$ cat src/rtl/muldiv_hilo_ctrl.sv
// muldiv_hilo_ctrl
// Iterative multiply/divide sequencer that owns the HI/LO register pair.
// MULT/MULTU use a shift-add multiplier, DIV/DIVU use a restoring divider.
// Both work on operand magnitudes, and the sign is fixed up in FINISH.
// While an operation is in flight, stall holds back any HI/LO access or any
// new request so that it is re-presented once the unit returns to IDLE.

module muldiv_hilo_ctrl #(
    parameter int WIDTH = 32
) (
    input  logic             clk,
    input  logic             rst_n,
    input  logic             start,
    input  logic [1:0]       op,
    input  logic [WIDTH-1:0] a,
    input  logic [WIDTH-1:0] b,
    input  logic             mthi,
    input  logic             mtlo,
    input  logic [WIDTH-1:0] wdata,
    input  logic             mfhi,
    input  logic             mflo,
    output logic [WIDTH-1:0] hi,
    output logic [WIDTH-1:0] lo,
    output logic             busy,
    output logic             done,
    output logic             stall
);

    // op[1] selects divide, op[0] selects unsigned
    localparam logic [1:0] OP_MULT  = 2'b00;
    localparam logic [5:0] LAST_STEP = 6'(WIDTH - 1);

    typedef enum logic [1:0] {
        IDLE   = 2'b00,
        RUN    = 2'b01,
        FINISH = 2'b10
    } state_t;

    state_t state;
    state_t state_nxt;

    // Latched operation context
    logic [1:0]         op_q;
    logic [WIDTH-1:0]   opa;        // |a|: multiplicand, or dividend shifted out MSB first
    logic [WIDTH-1:0]   opb;        // |b|: multiplier shifted out LSB first, or divisor
    logic [2*WIDTH-1:0] acc;        // product, or remainder:quotient
    logic [5:0]         cnt;
    logic               neg_res;    // negate product / quotient
    logic               neg_rem;    // negate remainder
    logic               div_zero;

    // Request qualification
    logic accept;
    logic mt_ok;

    // Operand magnitudes at acceptance
    logic             a_neg;
    logic             b_neg;
    logic [WIDTH-1:0] a_mag;
    logic [WIDTH-1:0] b_mag;

    // Iteration datapath
    logic [WIDTH:0]     mul_sum;
    logic [2*WIDTH-1:0] mul_acc;
    logic [WIDTH:0]     div_rem_sh;
    logic [WIDTH:0]     div_trial;
    logic [2*WIDTH-1:0] div_acc;

    // Sign-corrected results
    logic [2*WIDTH-1:0] prod;
    logic [WIDTH-1:0]   quo;
    logic [WIDTH-1:0]   rem;

    // Magnitudes and sign handling for the operands being presented
    always_comb begin
        a_neg = ~op[0] & a[WIDTH-1];
        b_neg = ~op[0] & b[WIDTH-1];
        a_mag = a_neg ? -a : a;
        b_mag = b_neg ? -b : b;
    end

    // One multiply step and one divide step, evaluated from the current state
    always_comb begin
        // Multiply: 33-bit add into the upper half so the carry survives the shift
        mul_sum = {1'b0, acc[2*WIDTH-1:WIDTH]} + {1'b0, opa};
        if (opb[0]) begin
            mul_acc = {mul_sum, acc[WIDTH-1:1]};
        end else begin
            mul_acc = {1'b0, acc[2*WIDTH-1:1]};
        end

        // Divide: shift the next dividend bit into the remainder, then trial-subtract
        div_rem_sh = {acc[2*WIDTH-1:WIDTH], opa[WIDTH-1]};
        div_trial  = div_rem_sh - {1'b0, opb};
        if (div_trial[WIDTH]) begin
            div_acc = {div_rem_sh[WIDTH-1:0], acc[WIDTH-2:0], 1'b0};
        end else begin
            div_acc = {div_trial[WIDTH-1:0], acc[WIDTH-2:0], 1'b1};
        end
    end

    // Final sign correction; a zero divisor keeps the all-ones quotient
    always_comb begin
        prod = neg_res ? -acc : acc;
        quo  = (neg_res && !div_zero) ? -acc[WIDTH-1:0] : acc[WIDTH-1:0];
        rem  = neg_rem ? -acc[2*WIDTH-1:WIDTH] : acc[2*WIDTH-1:WIDTH];
    end

    // State register
    always_ff @(posedge clk or negedge rst_n) begin
        if (!rst_n) begin
            state <= IDLE;
        end else begin
            state <= state_nxt;
        end
    end

    // Next-state logic, busy/stall and request qualification
    always_comb begin
        state_nxt = state;
        busy      = 1'b0;
        accept    = 1'b0;
        mt_ok     = 1'b0;
        case (state)
            IDLE: begin
                accept = start;
                mt_ok  = ~start;
                if (start) begin
                    state_nxt = RUN;
                end
            end
            RUN: begin
                busy = 1'b1;
                if (cnt == LAST_STEP) begin
                    state_nxt = FINISH;
                end
            end
            FINISH: begin
                busy      = 1'b1;
                state_nxt = IDLE;
            end
            default: begin
                state_nxt = IDLE;
            end
        endcase
        stall = busy & (start | mthi | mtlo | mfhi | mflo);
    end

    // Operand capture on acceptance, then one iteration per RUN cycle
    always_ff @(posedge clk or negedge rst_n) begin
        if (!rst_n) begin
            op_q     <= OP_MULT;
            opa      <= '0;
            opb      <= '0;
            acc      <= '0;
            cnt      <= '0;
            neg_res  <= 1'b0;
            neg_rem  <= 1'b0;
            div_zero <= 1'b0;
        end else if (accept) begin
            op_q     <= op;
            opa      <= a_mag;
            opb      <= b_mag;
            acc      <= '0;
            cnt      <= '0;
            neg_res  <= a_neg ^ b_neg;
            neg_rem  <= a_neg;
            div_zero <= (b == '0);
        end else if (state == RUN) begin
            cnt <= cnt + 6'd1;
            if (op_q[1]) begin
                acc <= div_acc;
                opa <= {opa[WIDTH-2:0], 1'b0};
            end else begin
                acc <= mul_acc;
                opb <= {1'b0, opb[WIDTH-1:1]};
            end
        end
    end

    // HI/LO update at FINISH, or MTHI/MTLO in an idle cycle without start
    always_ff @(posedge clk or negedge rst_n) begin
        if (!rst_n) begin
            hi   <= '0;
            lo   <= '0;
            done <= 1'b0;
        end else begin
            done <= (state == FINISH);
            if (state == FINISH) begin
                if (op_q[1]) begin
                    hi <= rem;
                    lo <= quo;
                end else begin
                    hi <= prod[2*WIDTH-1:WIDTH];
                    lo <= prod[WIDTH-1:0];
                end
            end else if (mt_ok) begin
                if (mthi) begin
                    hi <= wdata;
                end
                if (mtlo) begin
                    lo <= wdata;
                end
            end
        end
    end

endmodule

$ cat config.mk
export PLATFORM = sky130hd
export DESIGN_NAME = muldiv_hilo_ctrl
export DESIGN_NICKNAME = d
export VERILOG_FILES = /design/src/rtl/muldiv_hilo_ctrl.sv
export SDC_FILE = /design/constraint.sdc
export NUM_CORES = 1
export LEC_CHECK = 0
export CORE_AREA = 8 8 185 187
export DETAILED_ROUTE_END_ITERATION = 6
export DIE_AREA = 0 0 193 195
export PLACE_DENSITY = 0.75
export SYNTH_ARGS = -nofsm -noshare
export SYNTH_HDL_FRONTEND = slang
export SYNTH_SLANG_ARGS = --single-unit
export TNS_END_PERCENT = 30
$ cat constraint.sdc
create_clock -name clk -period 3.39 [get_ports clk]
set_input_delay 0.339 -clock clk [delete_from_list [all_inputs] [get_ports clk]]
set_output_delay 0.339 -clock clk [all_outputs]
set_load 0.01 [all_outputs]
==> impl_metrics.env, run 1 <==
# yosys + openroad results
export IMPL_vias=16400
export IMPL_synth_area_um2=16300
export IMPL_dr_wl_met3_um=4590
export IMPL_crit_fanout=6
export IMPL_startpoint="acc[40]"
export IMPL_gr_usage_met2_pct=46.6
export IMPL_layout_top_cells="238 x nand2_1, 216 x o21ai_0, 204 x dfrtp_1"
export IMPL_clk_power_mw=2.70
export IMPL_flops=205
export IMPL_place_gp_congestion=1.03
export IMPL_seqPwrFrac_pct=21.8
export IMPL_final_clk_cell_share_pct=3.98
export IMPL_status="finished clean"
export IMPL_p_leak_nw=8.99
export IMPL_fin_crit_ns=3.32
export IMPL_dp_worst_setup_slack_ns=-0.128
export IMPL_drc=0
export IMPL_met1_usage_pct=37.0
export IMPL_setup_viol=0
export IMPL_worst_path_buf_inv=1
export IMPL_final_nonclk_buf_share_pct=14.7
export IMPL_cts_setup_buffers=1
export IMPL_antenna_found_initial=1
export IMPL_n_all_inverters=69
export IMPL_tightest_slew_ns=0.866
export IMPL_p_sw_share_pct=47.9
export IMPL_power_mw=21.6
export IMPL_overflow=0
export IMPL_fa_ha_area_share_pct=5.84
export IMPL_diodes=1
export IMPL_finalMaxSlewViolations=0
export IMPL_setup_worst_path_start_class="flip-flop"
export IMPL_rsz0062_at_grt="yes"
export IMPL_portBuffers=171
export IMPL_m1WireLength_um=22700
export IMPL_grt_pass1_vias=15800
export IMPL_r2r_end="acc[44]"
export IMPL_cts_buffers=24
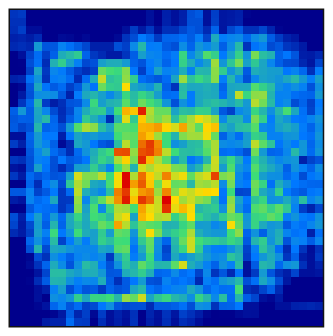
Fig. 1. Wire density map (run 1).
39 x 39 tiles, from dark blue (low) to red (high), scaled to the fullest tile. Values are wire area over tile area, all layers added.
The fullest tile reaches 0.85. The mean over all tiles is 0.25. 12% of the tiles are nearly empty. 16% of the tiles are over half the peak. The densest ninth of the die: center.

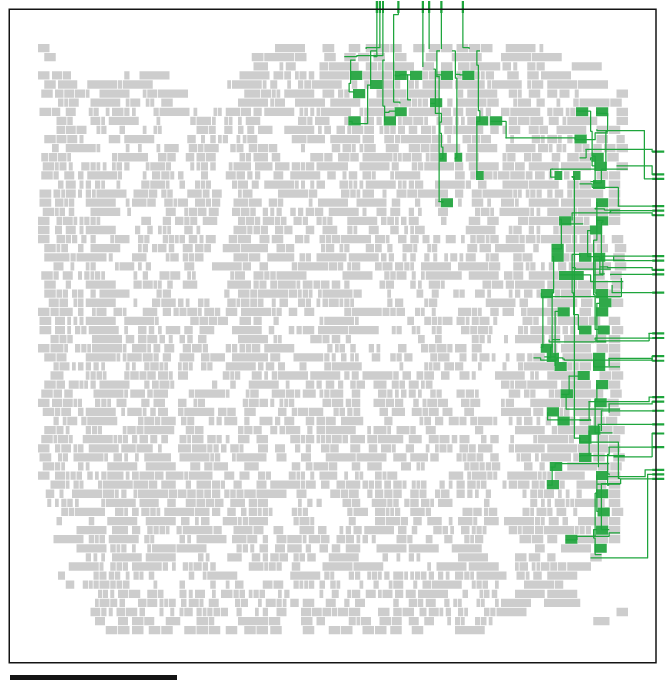
Fig. 2. Wires at chosen ports, followed through buffers (run 1).
The bar under the picture is 50 um long.
Green stands for `wdata`, bits 32, direction input, edge 24 right, 8 top, end cells 64, buffers 32, wire 1660 um.

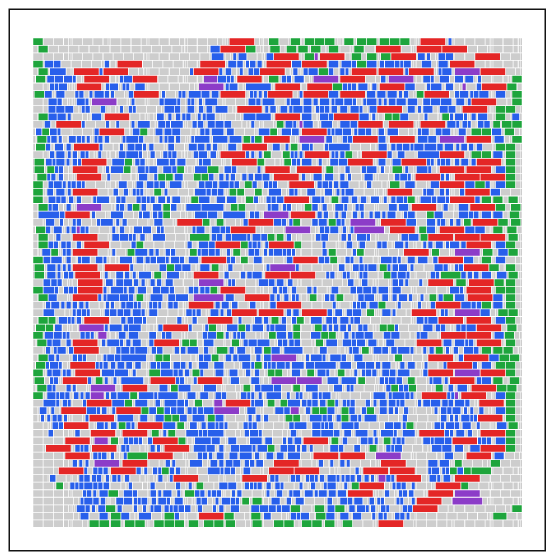
Fig. 3. Cells colored by class (run 1).
Fill, decap, tap and diode cells in gray.
Red stands for sequential cells, cells 205, share of their area 26%. Purple stands for clock drivers and dummy loads, cells 40, share of their area 4.1%. Green stands for remaining buffers and delay cells, cells 333, share of their area 15%. Blue stands for remaining logic cells, cells 1708, share of their area 55%.

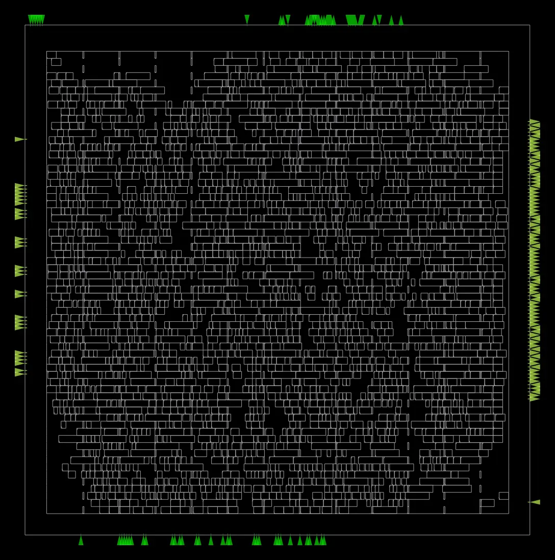
Fig. 4. Cell outlines without signal wires (run 1).
tap cells: 402
utilization after layout: 65.2%
sequential share of cell area: 25.2%

==> run 2, diff against run 1 <==
--- a/config.mk
+++ b/config.mk
@@ -9,6 +9,7 @@
 export DETAILED_ROUTE_END_ITERATION = 6
 export DIE_AREA = 0 0 193 195
 export PLACE_DENSITY = 0.75
+export SETUP_SLACK_MARGIN = 0.02
 export SYNTH_ARGS = -nofsm -noshare
 export SYNTH_HDL_FRONTEND = slang
 export SYNTH_SLANG_ARGS = --single-unit
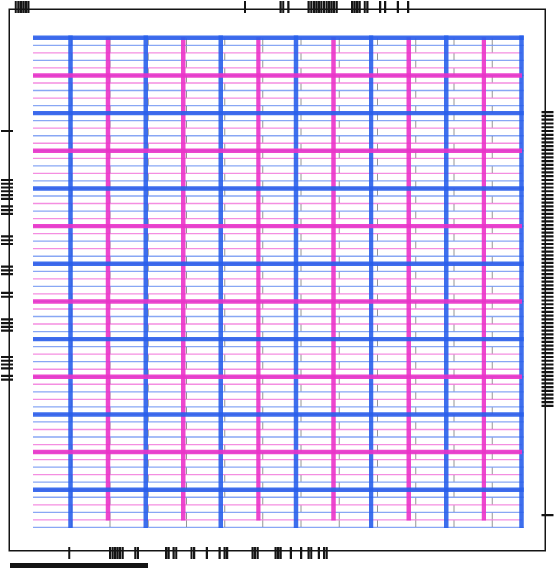
Fig. 5. Supply network (run 2).
The bar under the picture is 50 um long. Pins as bars on the die edge. Tap cells in gray.
Magenta stands for VDD. Blue stands for VSS.
172 signal pins sit on the boundary. 402 tap cells. The core has 65 rows. 66 met1 rails follow the rows.

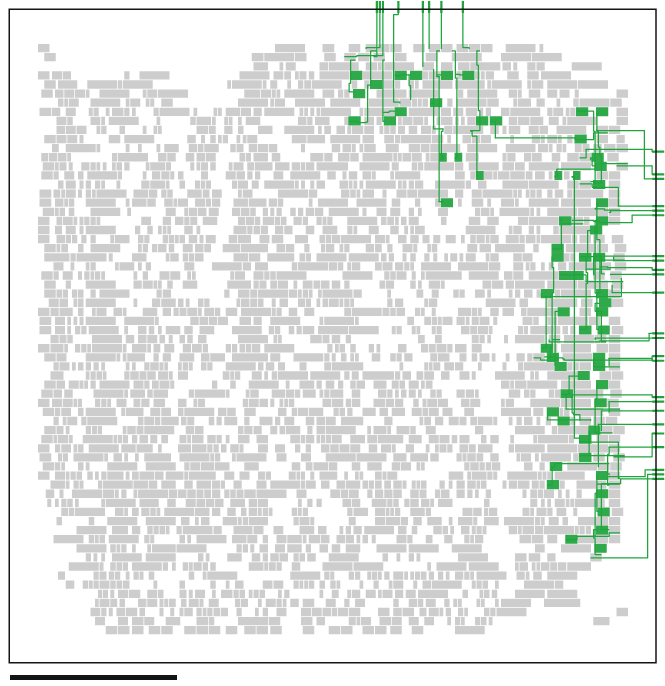
Fig. 6. Wires at chosen ports, followed through buffers (run 2).
The bar under the picture is 50 um long.
Green stands for `wdata`, bits 32, direction input, edge 24 right, 8 top, end cells 64, buffers 32, wire 1660 um.

==> impl_metrics.env, run 2 <==
# yosys + openroad results
export IMPL_startpoint="acc[34]"
export IMPL_setup_worst_path_start_class="flip-flop"
export IMPL_cts_buffers=24
export IMPL_finalMaxSlewViolations=0
export IMPL_post_route_util_pct=65.4
export IMPL_status="finished clean"
export IMPL_dr_wl_met3_um=4730
export IMPL_clk_power_mw=2.70
export IMPL_rsz0062_at_grt="yes"
export IMPL_fa_ha_area_share_pct=5.84
export IMPL_tapcell_inserted=402
export IMPL_layout_top_cells="238 x nand2_1, 214 x o21ai_0, 202 x dfrtp_1"
export IMPL_synth_area_um2=16300
export IMPL_flops=205
export IMPL_seq_share_pct=25.1
export IMPL_n_all_inverters=69
export IMPL_final_nonclk_buf_share_pct=14.9
export IMPL_worst_path_buf_inv=3
export IMPL_crit_fanout=8
export IMPL_m1WireLength_um=22600
export IMPL_vias=16400
export IMPL_seqPwrFrac_pct=21.7
export IMPL_antenna_found_initial=1
export IMPL_cts_setup_buffers=1
export IMPL_p_sw_share_pct=47.9
export IMPL_p_leak_nw=9.00
